--- src/rtl/crack_sched.sv ---
// Key-search scheduler: hands out fixed-size key chunks to a pool of crack cores,
// catches the first reported hit, aborts the remaining cores and reports the result.
module crack_sched #(
    parameter int unsigned N_CORES = 2,
    parameter int unsigned CHUNK_W = 20
) (
    input  logic                    clk,
    input  logic                    rst,
    input  logic                    en,
    output logic                    rdy,
    output logic [23:0]             key,
    output logic                    key_valid,
    output logic [N_CORES-1:0]      core_start,
    output logic [24*N_CORES-1:0]   core_base,
    output logic [N_CORES-1:0]      core_abort,
    input  logic [N_CORES-1:0]      core_done,
    input  logic [N_CORES-1:0]      core_found,
    input  logic [24*N_CORES-1:0]   core_key
);

    // One extra bit so the chunk count itself is representable.
    localparam int unsigned          CNT_W   = 24 - CHUNK_W + 1;
    localparam logic [CNT_W-1:0]     NCHUNKS = {1'b1, {(CNT_W-1){1'b0}}};

    typedef enum logic [1:0] {
        IDLE  = 2'd0,
        RUN   = 2'd1,
        DRAIN = 2'd2,
        DONE  = 2'd3
    } state_t;

    state_t               state_q, state_d;
    logic [N_CORES-1:0]   busy_q, busy_d;
    logic [CNT_W-1:0]     next_q, next_d;
    logic                 found_q, found_d;
    logic [23:0]          key_q, key_d;
    logic                 key_valid_q, key_valid_d;
    logic [N_CORES-1:0]   abort_q, abort_d;
    logic [23:0]          base_q [N_CORES];
    logic [23:0]          base_d [N_CORES];

    logic [N_CORES-1:0]   start_sel;
    logic                 idle_avail;
    logic [N_CORES-1:0]   hits;
    logic [23:0]          hit_key;
    logic                 hit_taken;
    logic                 can_dispatch;
    logic [23:0]          base_new;

    assign base_new = {next_q[CNT_W-2:0], {CHUNK_W{1'b0}}};
    assign hits     = core_done & core_found & busy_q;

    // Lowest-indexed idle core; a core freed by core_done this cycle is still busy_q.
    always_comb begin
        start_sel  = '0;
        idle_avail = 1'b0;
        for (int unsigned i = 0; i < N_CORES; i++) begin
            if (!busy_q[i] && !idle_avail) begin
                start_sel[i] = 1'b1;
                idle_avail   = 1'b1;
            end
        end
    end

    always_comb begin
        hit_key   = '0;
        hit_taken = 1'b0;
        for (int unsigned i = 0; i < N_CORES; i++) begin
            if (hits[i] && !hit_taken) begin
                hit_key   = core_key[24*i +: 24];
                hit_taken = 1'b1;
            end
        end
    end

    assign can_dispatch = (state_q == RUN) && !found_q && (next_q < NCHUNKS) && idle_avail;
    assign core_start   = can_dispatch ? start_sel : '0;

    // A freshly started core shows its new base in the start cycle itself.
    always_comb begin
        core_base = '0;
        for (int unsigned i = 0; i < N_CORES; i++) begin
            core_base[24*i +: 24] = core_start[i] ? base_new : base_q[i];
        end
    end

    always_comb begin
        state_d     = state_q;
        busy_d      = busy_q;
        next_d      = next_q;
        found_d     = found_q;
        key_d       = key_q;
        key_valid_d = key_valid_q;
        abort_d     = '0;
        base_d      = base_q;

        case (state_q)
            IDLE: begin
                if (en) begin
                    state_d     = RUN;
                    busy_d      = '0;
                    next_d      = '0;
                    found_d     = 1'b0;
                    key_valid_d = 1'b0;
                end
            end
            RUN: begin
                busy_d = (busy_q & ~core_done) | core_start;
                if (can_dispatch) begin
                    next_d = next_q + CNT_W'(1);
                end
                for (int unsigned i = 0; i < N_CORES; i++) begin
                    if (core_start[i]) begin
                        base_d[i] = base_new;
                    end
                end
                if (hit_taken) begin
                    found_d = 1'b1;
                    key_d   = hit_key;
                    // A core started alongside the hit is busy too and gets stopped.
                    abort_d = (busy_q & ~core_done) | core_start;
                    state_d = DRAIN;
                end else if ((next_q == NCHUNKS) && (busy_q == '0)) begin
                    state_d = DONE;
                end
            end
            DRAIN: begin
                busy_d = busy_q & ~core_done;
                if (busy_q == '0) begin
                    state_d = DONE;
                end
            end
            DONE: begin
                key_valid_d = found_q;
                state_d     = IDLE;
            end
            default: begin
                state_d = IDLE;
            end
        endcase
    end

    always_ff @(posedge clk) begin
        if (rst) begin
            state_q     <= IDLE;
            busy_q      <= '0;
            next_q      <= '0;
            found_q     <= 1'b0;
            key_q       <= '0;
            key_valid_q <= 1'b0;
            abort_q     <= '0;
            base_q      <= '{default: '0};
        end else begin
            state_q     <= state_d;
            busy_q      <= busy_d;
            next_q      <= next_d;
            found_q     <= found_d;
            key_q       <= key_d;
            key_valid_q <= key_valid_d;
            abort_q     <= abort_d;
            base_q      <= base_d;
        end
    end

    assign rdy        = (state_q == IDLE);
    assign key        = key_q;
    assign key_valid  = key_valid_q;
    assign core_abort = abort_q;

endmodule

--- config.mk ---
export PLATFORM = sky130hd
export DESIGN_NAME = crack_sched
export DESIGN_NICKNAME = d
export VERILOG_FILES = /design/src/rtl/crack_sched.sv
export SDC_FILE = /design/constraint.sdc
export NUM_CORES = 1
export LEC_CHECK = 0
export ABC_CLOCK_PERIOD_IN_PS = 2300
export CAP_MARGIN = 20
export CORE_MARGIN = 2
export CORE_UTILIZATION = 32
export CTS_BUF_LIST = sky130_fd_sc_hd__clkbuf_8
export CTS_CLUSTER_SIZE = 24
export DETAILED_ROUTE_END_ITERATION = 10
export GPL_TIMING_DRIVEN = 0
export PLACE_DENSITY = 0.7
export SLEW_MARGIN = 20
export SYNTH_ARGS = -nofsm -noshare
export SYNTH_HDL_FRONTEND = slang
export SYNTH_SLANG_ARGS = --single-unit
export TNS_END_PERCENT = 30
--- constraint.sdc ---
create_clock -name clk -period 2.3 [get_ports clk]
set_input_delay 0.23 -clock clk [delete_from_list [all_inputs] [get_ports clk]]
set_output_delay 0.23 -clock clk [all_outputs]
set_load 0.02 [all_outputs]
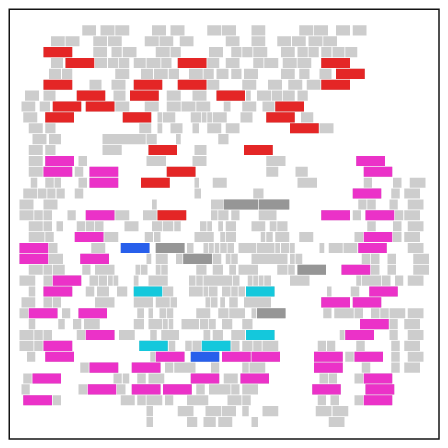
**Above:** sequential cells colored by netlist name.
Scale: 4 px per micron.
Key: core_abort = blue [flops 2]; key = red [flops 24]; next_q = cyan [flops 5, where south]; base_q = magenta [flops 48]
Another 6 sequential cells are not colored.
P_seq: 1.52 mW
Reg area: 0.00171 sq mm

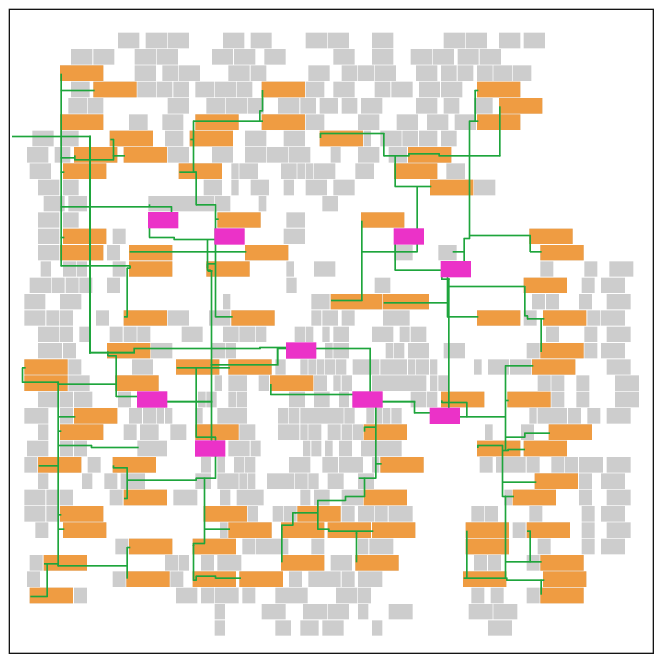
**Above:** clock distribution.
Scale: 6 px per micron.
Key: clock wires = green [length 1020 microns]; flip-flops = orange [count 85]; clock drivers = magenta [count 9]
Position of the flops: spread over the die. There are 10 routed clock nets.

==> run summary <==
post-DR vias/cell = 4.79
critical path's slowest cell = dfxtp_4
hold wc startpoint = base_q[37]$_SDFFE_PP0N_
asr flop ratio synth = 0
largest net degree at the start of global routing = 16
Final #Nets = 557
PwrDens = 659 mW/mm^2
XORs/XNORs by Area = 0
Complex Gates by Area = 0.169
Max Clk Rate = 0.437 GHz
antenna cells = 0
WL final = 9070 microns
RSZ-0062 raised after global routing = yes
max reg flops = 48
CP delay by family, top = buffers and inverters
M1 GR Usage = 0.191
FP Rows = 37
Arr. time, crit path = 2060 ps
Crit. End Element = primary output
Post-Synthesis Cells = 345
RR Startpoint = state_q[0]$_SDFFE_PP0P_
core area = 0.0103 sq mm
Init Core Util = 0.329
Filler cells = 959
status = complete, no violations
uppermost layer routed = met4
Worst-Margin Slew = 805 ps
Cell Type Count = 44
Yosys Warn Count = 0
simple-gate share of the synthesized area = 0.241
Peak VDD IR = 347 uV
post-route cell area = 0.00521 sq mm
Final ANT Viol Nets = 0
Top logic family = simple AND/OR/NAND/NOR gates
hpwl dp = 6570 microns
Synth area leaders = dfxtp_1, and2_1, o2bb2ai_1
met3 Resource Use GR = 0.0450
syn_nets = 406
WP data required = 2070 ps
Commonest flop = dfxtp_1
DRC violations left = 0
Yosys reg bits = 85
clock share of power = 0.314
area leader, netlist = dfxtp_1
Post-CTS Setup Bufs = 6
worst hold slack = 462 ps
Power and IR drop assume default switching activity.
